### Signal wires on met1, run 1

Supply wires on this layer in grey.
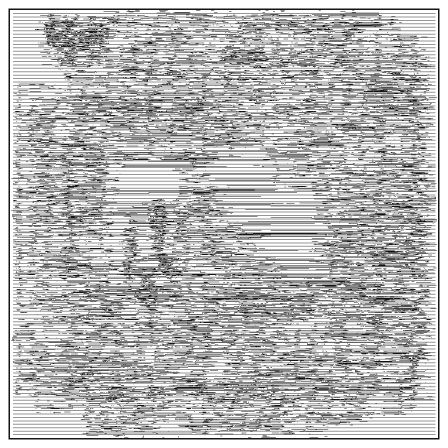
### Metal 2, run 1

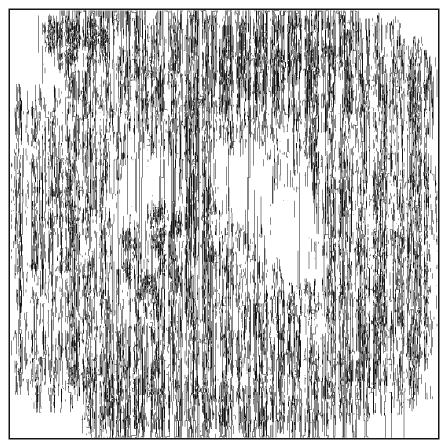
### Met3 routing, run 1

Scale bar: 100 microns.
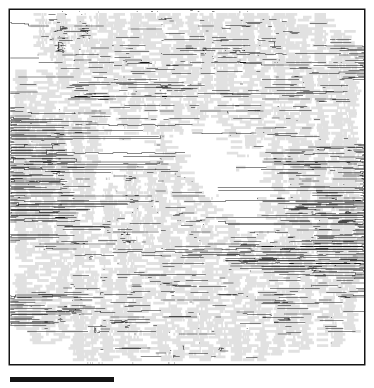
==> src/rtl/difftest_wb_pkg.sv <==
// Purpose: shared types and widths for the difftest integer-writeback scheduler.
// Latency: n/a (types and constants only).
// Backpressure: n/a.
package difftest_wb_pkg;

  localparam int WB_DEST_W = 32;
  localparam int WB_DATA_W = 64;
  localparam int CNT_W     = 32;

  // One integer-register writeback record as carried through the lane FIFOs.
  typedef struct packed {
    logic [WB_DEST_W-1:0] dest;
    logic [WB_DATA_W-1:0] data;
  } wb_rec_t;

endpackage

==> src/rtl/difftest_wb_fifo.sv <==
// Purpose: single-lane synchronous FIFO of writeback records.
// Latency: a record pushed at edge t is visible at head after edge t (readable in the next cycle).
// Backpressure: full is derived from the registered count only; pushes while full are ignored.
module difftest_wb_fifo
  import difftest_wb_pkg::*;
#(
  parameter int DEPTH = 4
) (
  input  logic                   io_clock,
  input  logic                   io_reset,
  input  logic                   push,
  input  wb_rec_t                push_rec,
  input  logic                   pop,
  output wb_rec_t                head,
  output logic                   full,
  output logic [$clog2(DEPTH):0] count
);

  localparam int AW = $clog2(DEPTH);

  wb_rec_t       mem [DEPTH];
  logic [AW-1:0] wr_ptr;
  logic [AW-1:0] rd_ptr;
  logic [AW:0]   cnt_q;
  logic          do_push;
  logic          do_pop;

  assign full    = (cnt_q == (AW+1)'(DEPTH));
  assign do_push = push && !full;
  assign do_pop  = pop && (cnt_q != '0);
  assign head    = mem[rd_ptr];
  assign count   = cnt_q;

  // Storage write; entry validity is tracked by cnt_q, so no reset is needed here.
  always_ff @(posedge io_clock) begin
    if (do_push) begin
      mem[wr_ptr] <= push_rec;
    end
  end

  // Wrapping pointers and occupancy; push+pop together leaves the count unchanged.
  always_ff @(posedge io_clock) begin
    if (io_reset) begin
      wr_ptr <= '0;
      rd_ptr <= '0;
      cnt_q  <= '0;
    end else begin
      if (do_push) wr_ptr <= wr_ptr + 1'b1;
      if (do_pop)  rd_ptr <= rd_ptr + 1'b1;
      case ({do_push, do_pop})
        2'b10:   cnt_q <= cnt_q + 1'b1;
        2'b01:   cnt_q <= cnt_q - 1'b1;
        default: cnt_q <= cnt_q;
      endcase
    end
  end

endmodule

==> src/rtl/difftest_int_wb_sched.sv <==
// Purpose: serialise per-lane integer writeback records onto one difftest port via round-robin.
// Latency: 2 cycles from lane acceptance to io_out_valid when uncontended; 1 record/cycle total.
// Backpressure: per-lane ready = FIFO not full; the output side is never stalled.
module difftest_int_wb_sched
  import difftest_wb_pkg::*;
#(
  parameter int NLANE   = 4,
  parameter int DEPTH   = 4,
  parameter int DROP_X0 = 1
) (
  input  logic                       io_clock,
  input  logic                       io_reset,
  input  logic [7:0]                 io_coreid,
  input  logic [NLANE-1:0]           io_in_valid,
  output logic [NLANE-1:0]           io_in_ready,
  input  logic [NLANE*WB_DEST_W-1:0] io_in_dest,
  input  logic [NLANE*WB_DATA_W-1:0] io_in_data,
  output logic                       io_out_valid,
  output logic [7:0]                 io_out_coreid,
  output logic [WB_DEST_W-1:0]       io_out_dest,
  output logic [WB_DATA_W-1:0]       io_out_data,
  output logic                       io_idle,
  output logic [CNT_W-1:0]           io_out_count
);

  localparam int CW = $clog2(DEPTH) + 1;
  localparam int RW = (NLANE > 1) ? $clog2(NLANE) : 1;

  wb_rec_t          in_rec   [NLANE];
  wb_rec_t          head     [NLANE];
  logic [CW-1:0]    count    [NLANE];
  logic [NLANE-1:0] push;
  logic [NLANE-1:0] pop;
  logic [NLANE-1:0] full;
  logic [NLANE-1:0] nonempty;

  logic             gnt_vld;
  logic [RW-1:0]    gnt_idx;
  logic [RW-1:0]    rr_q;

  logic                 out_vld_q;
  logic [7:0]           out_coreid_q;
  logic [WB_DEST_W-1:0] out_dest_q;
  logic [WB_DATA_W-1:0] out_data_q;
  logic [CNT_W-1:0]     out_count_q;

  // Lane index base+off modulo NLANE (off < NLANE).
  function automatic logic [RW-1:0] lane_at(input logic [RW-1:0] base, input int off);
    int s;
    s = int'(base) + off;
    if (s >= NLANE) s = s - NLANE;
    return RW'(s);
  endfunction

  for (genvar i = 0; i < NLANE; i++) begin : g_lane
    assign in_rec[i].dest = io_in_dest[WB_DEST_W*i +: WB_DEST_W];
    assign in_rec[i].data = io_in_data[WB_DATA_W*i +: WB_DATA_W];
    // x0 writes still complete the handshake but never occupy a slot.
    assign push[i]        = io_in_valid[i] && !((DROP_X0 != 0) && (in_rec[i].dest == '0));
    assign pop[i]         = gnt_vld && (gnt_idx == RW'(i));
    assign nonempty[i]    = (count[i] != '0);
    assign io_in_ready[i] = !full[i];

    difftest_wb_fifo #(
      .DEPTH(DEPTH)
    ) u_fifo (
      .io_clock(io_clock),
      .io_reset(io_reset),
      .push    (push[i]),
      .push_rec(in_rec[i]),
      .pop     (pop[i]),
      .head    (head[i]),
      .full    (full[i]),
      .count   (count[i])
    );
  end

  // Round-robin pick: first nonempty lane scanning rr_q, rr_q+1, ... (reverse loop so lowest offset wins).
  always_comb begin
    gnt_vld = 1'b0;
    gnt_idx = '0;
    for (int k = NLANE - 1; k >= 0; k--) begin
      if (nonempty[lane_at(rr_q, k)]) begin
        gnt_vld = 1'b1;
        gnt_idx = lane_at(rr_q, k);
      end
    end
  end

  // Output register, rr pointer and saturating emit counter.
  always_ff @(posedge io_clock) begin
    if (io_reset) begin
      rr_q         <= '0;
      out_vld_q    <= 1'b0;
      out_coreid_q <= '0;
      out_dest_q   <= '0;
      out_data_q   <= '0;
      out_count_q  <= '0;
    end else begin
      out_vld_q    <= gnt_vld;
      out_coreid_q <= io_coreid;
      if (gnt_vld) begin
        out_dest_q <= head[gnt_idx].dest;
        out_data_q <= head[gnt_idx].data;
        rr_q       <= lane_at(gnt_idx, 1);
      end
      if (out_vld_q && (out_count_q != '1)) begin
        out_count_q <= out_count_q + 1'b1;
      end
    end
  end

  assign io_out_valid  = out_vld_q;
  assign io_out_coreid = out_coreid_q;
  assign io_out_dest   = out_dest_q;
  assign io_out_data   = out_data_q;
  assign io_out_count  = out_count_q;
  assign io_idle       = (nonempty == '0) && !out_vld_q;

endmodule

==> config.mk <==
export PLATFORM = sky130hd
export DESIGN_NAME = difftest_int_wb_sched
export DESIGN_NICKNAME = d
export VERILOG_FILES = /design/src/rtl/difftest_wb_pkg.sv /design/src/rtl/difftest_wb_fifo.sv /design/src/rtl/difftest_int_wb_sched.sv
export SDC_FILE = /design/constraint.sdc
export NUM_CORES = 1
export LEC_CHECK = 0
export CAP_MARGIN = 20
export CORE_MARGIN = 2
export CORE_UTILIZATION = 57
export DETAILED_ROUTE_END_ITERATION = 16
export DONT_BUFFER_PORTS = 1
export GPL_TIMING_DRIVEN = 0
export PLACE_DENSITY_LB_ADDON = 0.2
export SLEW_MARGIN = 20
export SYNTH_ARGS = -nofsm -noshare
export SYNTH_HDL_FRONTEND = slang
export SYNTH_HIERARCHICAL = 1
export SYNTH_SLANG_ARGS = --single-unit
==> constraint.sdc <==
create_clock -name io_clock -period 4.4 [get_ports io_clock]
set_clock_uncertainty 0.15 [all_clocks]
set_input_delay 0.88 -clock io_clock [delete_from_list [all_inputs] [get_ports io_clock]]
set_output_delay 0.88 -clock io_clock [all_outputs]
set_load 0.005 [all_outputs]
==> out/results.ini, run 1 <==
[outcome]
status = complete, no violations

[logic_synthesis]
yosysUniqueCellTypes = 51
netlist_area_sq_mm = 0.0644
mux_share_pct = 13.5
fa_ha_area_share_pct = 0.532
ys_sh_xor_pct = 0.258
fp_nets = 3485
yosysWarnings = 6
synthAoiAreaFrac_pct = 4.43
ys_sh_simple_pct = 2.49
postSynthCellCount = 3062
synth-edff-count = 1536
postSynthAreaPerCell_sq_um = 21.0

[power_and_ir_drop]
intPower_mw = 32.1
p_sw_share_pct = 31.0
clkPwrFrac_pct = 29.6
p_sw_mw = 14.4
p_seq_share_pct = 43.6
pg_comb_mw = 12.5
powerSeq_mw = 20.3
maxPowerGroup = sequential cells
clock_power_mw = 13.8
cellPowerDensity_mw_per_mm2 = 628

[cts]
cts_sinks = 1711
cts-root-buf = clkbuf_16
cts_resized = 0
cts_tree = built

[critical_path]
critPathRequiredTime_ns = 3.37
worstPathArrival_ns = 3.16
timing.rr.end = g_lane[0].u_fifo/count[2]$_SDFFE_PP0P_
cp-start-kind = register
rr_worst_depth = 13
crit_start = g_lane[3].u_fifo/count[1]$_SDFFE_PP0P_
crit_path_end = io_idle

[finish]
drive_above_1_share_pct = 21.6
syn_to_final_growth_pct = 15.1
comb_cells = 1143
antenna_cells = 6
sh_seq_area_pct = 66.9
clkCellAreaFrac_pct = 7.15
dominant_cells = sequential cells
flop_area_sq_mm = 0.0496
fin_area_sq_mm = 0.0742
finalNonFillerCells = 5074
fill_cells = 7158
clkbuf_count = 240
buf_share_pct = 4.68
seq_cells = 1711

[timing]
finalHoldViolCount = 0
finalClockPeriodUsage_pct = 95.1
post-route-min-period_ns = 4.19
layout_setup_ws_ns = 0.214
setup_viol = 0
fmax_mhz = 239
max_slew_margin_pct = 30.5
drv_slew = 0

[route]
via_per_inst = 6.60
vias = 33500
wl_microns = 169000
drtIter0Drc = 4289
drtAntennaViolNets = 0
firstDrtPassIters = 8
wl_per_cell_microns = 33.3
drc_errors = 0

[placement]
dp_slack_ns = 0.114
finalWeightedCongestion = 0.823

[global_route]
grt_util_met1_pct = 36.6
grt_max_degree = 44
busiest_layer = met2
antenna_found_initial = 9
use_met3_pct = 10.1
grt_use_total_pct = 29.4

[min_path]
min_path_type = in2reg

[die]
die_h_microns = 340
rows = 123
io_pins = 540

[job]
drv_cap = 0

About 'Signal wires on met1':
main direction: horizontal
wire length on this layer: 59.6 mm
share of all routed wire: 35%

About 'Metal 2':
share of all routed wire: 50%
longest straight run: 147 microns
nets with wire on the layer: 3,583
main direction: vertical
wire length on this layer: 84.8 mm

About 'Met3 routing':
wire length on this layer: 19,200 microns
nets with wire on the layer: 662

run 1: cell families after synthesis:
group | count (synthesis)
XOR/XNOR | 19
flip-flops | 1711
AND-OR/OR-AND | 397
multiplexers | 390
buffers and inverters | 208
AND/OR/NAND/NOR | 312
adder cells (fa/ha/maj) | 25
run 1: worst max-delay path, cell delays in order (launching register included):
cell      delay, ns
dfxtp_1        0.37
nor3_2         0.56
nand4_1        0.17
buf_4          0.21
clkbuf_1       0.37
clkbuf_1       0.39
nor2_1         0.30
run 1: worst min-delay path by stage:
stage	cells after the start	end	startpoint	slack [ns]
6_report	0	g_lane[1].u_fifo/mem[0][0]$_DFFE_PP_	io_in_data[64]	0.04
5_1_grt	0	g_lane[2].u_fifo/mem[0][2]$_DFFE_PP_	io_in_data[130]	0.001
4_1_cts	0	g_lane[2].u_fifo/mem[0][23]$_DFFE_PP_	io_in_data[151]	0.000009
3_5_place_dp	2	g_lane[2].u_fifo/wr_ptr[1]$_SDFFE_PP0P_	g_lane[2].u_fifo/wr_ptr[1]$_SDFFE_PP0P_	0.36
3_3_place_gp	2	g_lane[0].u_fifo/wr_ptr[1]$_SDFFE_PP0P_	g_lane[0].u_fifo/wr_ptr[1]$_SDFFE_PP0P_	0.34
2_1_floorplan	2	g_lane[0].u_fifo/wr_ptr[1]$_SDFFE_PP0P_	g_lane[0].u_fifo/wr_ptr[1]$_SDFFE_PP0P_	0.33
run 1: what timing repair did:
action | CTS | global route
gates cloned | 0 | 0
hold buffers | 148 | 0
pin swaps | 1 | 1
hold endpoints to repair | 458 | 0
endpoints found under the setup margin | 1 | 1
buffers inserted | 2 | 1
run 1: through the flow:
| stage | TNS (ns) | util, % |
|---|---|---|
| 6_report | 0 | 66.0 |
| 5_1_grt | 0 | 66.0 |
| 4_1_cts | 0 | 66.0 |
| 3_5_place_dp | 0 | 59.9 |
| 3_3_place_gp | -3924.83 | 59.0 |
| 2_1_floorplan | 0 | - |
run 1: layer usage:
layer | share of wire [%] | wire length (microns)
met2 | 50 | 84800
met5 | 0.018 | 30
met4 | 3.3 | 5540
met3 | 11 | 19200
met1 | 35 | 59600
run 1: cells in the mapped netlist, types with 6 or more instances:
cell	instances	area share [%]
ha_1	21	0.41
buf_1	8	0.047
nor4_1	37	0.36
dfxtp_1	175	5.4
buf_8	8	0.19
nand2b_1	8	0.078
nand4_1	17	0.17
a21oi_1	140	1.1
o21ai_0	33	0.26
buf_6	12	0.21
a211oi_1	97	1.1
mux4_2	384	13
nor2b_1	11	0.11
o31ai_1	7	0.082
xor2_1	15	0.20
or4_1	7	0.082
edfxtp_1	1536	72
a222oi_1	96	1.5
nor2_1	134	0.78
and2_1	16	0.16
nand3_1	12	0.093
inv_1	35	0.20
and4_1	6	0.082
clkbuf_1	85	0.50
buf_2	55	0.43
or3_1	30	0.29
nand2_1	20	0.12
run 1: state kept, by name, indices dropped and copies added, names as in the netlist, named ones only:
signal	count
io_out_data	64
io_out_count	32
g_lane.u_fifo/count	12
g_lane.u_fifo/rd_ptr	8
io_out_coreid	8
io_out_valid	1
rr_q	2
g_lane.u_fifo/wr_ptr	8
io_out_dest	32
g_lane.u_fifo/mem	1536
## Run 2: what changed since run 1
- GPL_TIMING_DRIVEN: 0 -> 1
### The metal 4 layer, run 2

Supply wires on this layer in grey.
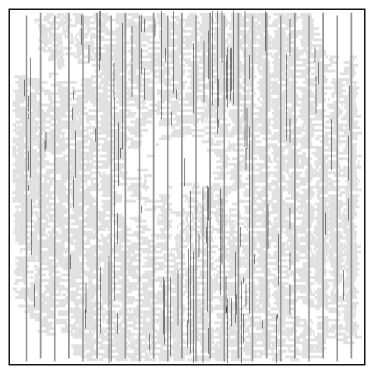
main direction: vertical
longest straight run: 194 microns
wire length on this layer: 4,990 microns
share of all routed wire: 3.0%
final WL: 169,000 microns
Vias: 32.9k

### Metal 2, run 2

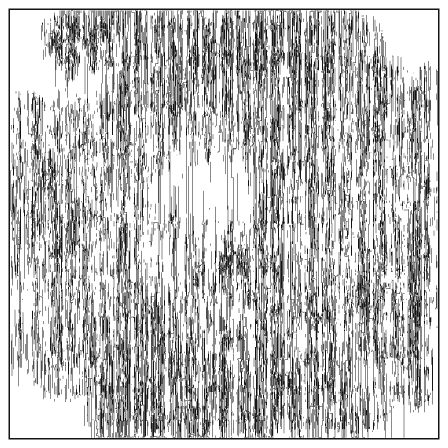
GR met2 Demand/Resource: 47.8%

==> run 2 against run 1 <==
Compared with the run above: hold slack got worse by 0.026 ns; largest cell class unchanged; register-to-register slack better by 0.75 ns; sequential share of layout area rose by 0.69 points; wire length down 0.15%; combinational power decreased by 7%; critical endpoint unchanged.
==> out/results.ini, run 2 <==
[power_and_ir_drop]
p_seq_share_pct = 44.5  ; was 43.6%
clkPwrFrac_pct = 30.4  ; was 29.6%
p_sw_share_pct = 30.9  ; was 31.0%
max-vdd-ir-drop_mv = 0.862  ; was 0.428 mV
p_sw_mw = 14.3  ; was 14.4 mW
cellPowerDensity_mw_per_mm2 = 631  ; was 628 mW/mm^2
intPower_mw = 32.0  ; was 32.1 mW
p_leak_nw = 22.8  ; was 23.2 nW

[placement]
place_hpwl_microns = 104000  ; was 114,000 microns
finalWeightedCongestion = 0.824  ; was 0.823
dp_slack_ns = 0.357  ; was 0.114 ns

[critical_path]
cp-start-kind = register  ; unchanged
crit_path_cell_trace = nor3_2, nand4_1, nor2_1  ; was nor3_2, nand4_1, buf_4, clkbuf_1, clkbuf_1, nor2_1
worstPathArrival_ns = 2.59  ; was 3.16 ns
rr_worst_depth = 6  ; was 13
timing.rr.end = io_out_data[62]$_SDFFE_PP0P_  ; was g_lane[0].u_fifo/count[2]$_SDFFE_PP0P_
cp_slowest_stage_delay_ns = 0.57  ; was 0.56 ns
crit_slowest_cell = nand4_1  ; was nor3_2
critPathRequiredTime_ns = 3.37  ; about the same

[logic_synthesis]
postSynthAreaPerCell_sq_um = 21.0  ; unchanged
synth-edff-count = 1536  ; unchanged
yosysWarnings = 6  ; unchanged
yosysMostFrequentCell = edfxtp_1  ; unchanged
common_cells = 1,536 x edfxtp_1, 384 x mux4_2, 175 x dfxtp_1, 140 x a21oi_1, 134 x nor2_1  ; unchanged
netlist_area_sq_mm = 0.0644  ; unchanged
fp_nets = 3485  ; unchanged
yosysCellCount = 3062  ; unchanged
top_area_cell = edfxtp_1  ; unchanged
yosysUniqueCellTypes = 51  ; unchanged
postSynthCellCount = 3062  ; unchanged
top_cells_by_area = edfxtp_1 72%, mux4_2 13%, dfxtp_1 5.4%  ; unchanged
top_area_share_pct = 71.6  ; unchanged

[min_path]
min_to = io_out_data[18]$_SDFFE_PP0P_  ; was g_lane[1].u_fifo/mem[0][0]$_DFFE_PP_
min_from = io_reset  ; was io_in_data[64]
min_path_type = in2reg  ; unchanged
worstHoldPathCells = 1  ; was 0

[route]
firstDrtPassIters = 8  ; unchanged
drtAntennaViolNets = 0  ; unchanged
drtIter0Drc = 4490  ; was 4,289
via_per_inst = 6.65  ; was 6.60
drc_errors = 0  ; unchanged
wl_per_cell_microns = 34.1  ; was 33.3 microns

[die]
io_pins = 540  ; unchanged
die_h_microns = 340  ; unchanged
core_sq_mm = 0.112  ; unchanged
rows = 123  ; unchanged
initial_core_util_pct = 57.3  ; unchanged

[global_route]
gr-total-overflow = 0  ; unchanged
grt_max_degree = 177  ; was 44
antenna_found_initial = 10  ; was 9
first_global_vias = 33600  ; was 34.5k
grt_use_total_pct = 29.4  ; about the same

[cts]
cts_sinks = 1711  ; unchanged
cts-root-buf = clkbuf_16  ; unchanged
cts_buffers = 167  ; was 170
cts_resized = 0  ; unchanged
cts_tree = built  ; unchanged

[finish]
drive_above_1_share_pct = 21.7  ; was 21.6%
largest_reg_flops = 1536  ; unchanged
post-route-util_pct = 65.4  ; was 66.0%
fill_cells = 7206  ; was 7,158
final_cell_mix = 1,536 x edfxtp_1, 384 x mux4_2, 170 x clkbuf_16, 167 x dfxtp_1, 156 x dlygate4sd3_1  ; was 1,536 x edfxtp_1, 384 x mux4_2, 175 x dfxtp_1, 173 x clkbuf_16, 148 x dlygate4sd3_1
syn_to_final_growth_pct = 14.0  ; was 15.1%
flop_area_sq_mm = 0.0497  ; was 0.0496 sq mm
fin_area_sq_mm = 0.0734  ; was 0.0742 sq mm
finalNonFillerCells = 4949  ; was 5,074
top_register = g_lane.u_fifo/mem  ; unchanged

[job]
drv_cap = 0  ; unchanged

[timing]
setup_tns_ns = 0  ; unchanged
finalClockPeriodUsage_pct = 82.4  ; was 95.1%
max_slew_margin_pct = 22.8  ; was 30.5%
drv_slew = 0  ; unchanged
setup_viol = 0  ; unchanged
finalHoldViolCount = 0  ; unchanged
post-route-min-period_ns = 3.62  ; was 4.19 ns
fmax_mhz = 276  ; was 239 MHz
layout_setup_ws_ns = 0.775  ; was 0.214 ns

[outcome]
status = complete, no violations  ; unchanged

### Signal wires on met1, run 2

Supply wires on this layer in grey.
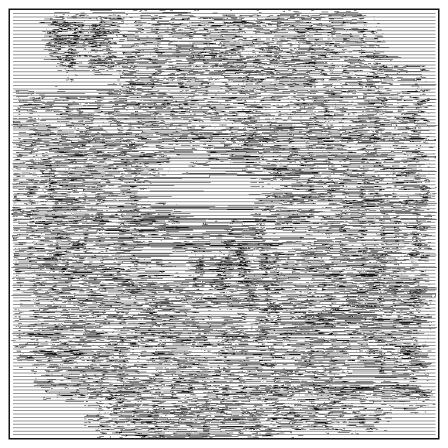
main direction: horizontal
nets with wire on the layer: 3,631
GRT met1 Usage: 38.2%

run 2: layout make-up:
class	instances	area share [%]
repair buffers	232	3.44
well taps	1500	2.56
clock buffers	235	6.37
clock inverters	80	1.06
flip-flops and latches	1711	67.6
multi-input cells	1143	18.7
diodes	13	0.0443
inverters	35	0.179
run 2: worst max path at each step:
stage / start / to / depth (start not counted)
final: g_lane[3].u_fifo/count[1]$_SDFFE_PP0P_ / io_idle / 3
after global routing: g_lane[3].u_fifo/count[1]$_SDFFE_PP0P_ / io_idle / 3
after detailed placement: io_in_dest[1] / g_lane[0].u_fifo/count[2]$_SDFFE_PP0P_ / 12
after floorplan: io_in_dest[28] / g_lane[0].u_fifo/mem[1][0]$_DFFE_PP_ / 6
after global placement: io_in_dest[1] / g_lane[0].u_fifo/count[2]$_SDFFE_PP0P_ / 12
after CTS: g_lane[3].u_fifo/count[1]$_SDFFE_PP0P_ / io_idle / 3
run 2: timing repair:
action                                 in CTS  in global routing
endpoints found under the hold margin     483                  0
buffers inserted                            0                  0
hold buffers                              156                  0
run 2: logic make-up (layout without fill, tap and decap cells):
family	Yosys count	count (layout)	share of synthesized area (%)
flops	1711	1711	77.1
compound gates	397	397	4.43
mux	390	390	13.5
simple gates	312	312	2.49
buf+inv	208	582	1.71
fa+ha+maj	25	25	0.532
xor+xnor	19	19	0.258
other cells	0	13	0
run 2: worst max-delay path: cells and delay by family, from the launching register on:
| kind | cells | cell delay [ns] |
|---|---|---|
| simple gates | 3 | 1.45 |
| flops | 1 | 0.36 |
run 2: power by group through the flow:
| stage | Combinational [mW] | Clock [mW] | Sequential, mW |
|---|---|---|---|
| floorplan | 7.92 | 0 | 20.4 |
| global placement | 11.2 | 0 | 20.9 |
| detailed placement | 11.4 | 0 | 21.0 |
| CTS | 11.6 | 14.2 | 20.7 |
| global route | 12.3 | 14.9 | 20.8 |
| finish | 11.6 | 14.1 | 20.6 |
run 2: per-layer routing:
metal,global-route usage (%),vias to the layer above,routed length (microns)
met4,9.21,4,4990
met5,0,-,27
met3,9.54,260,19300
li1,-,13400,-
met2,47.8,1832,83400
met1,38.2,17400,61300
Power and IR drop assume default switching activity.
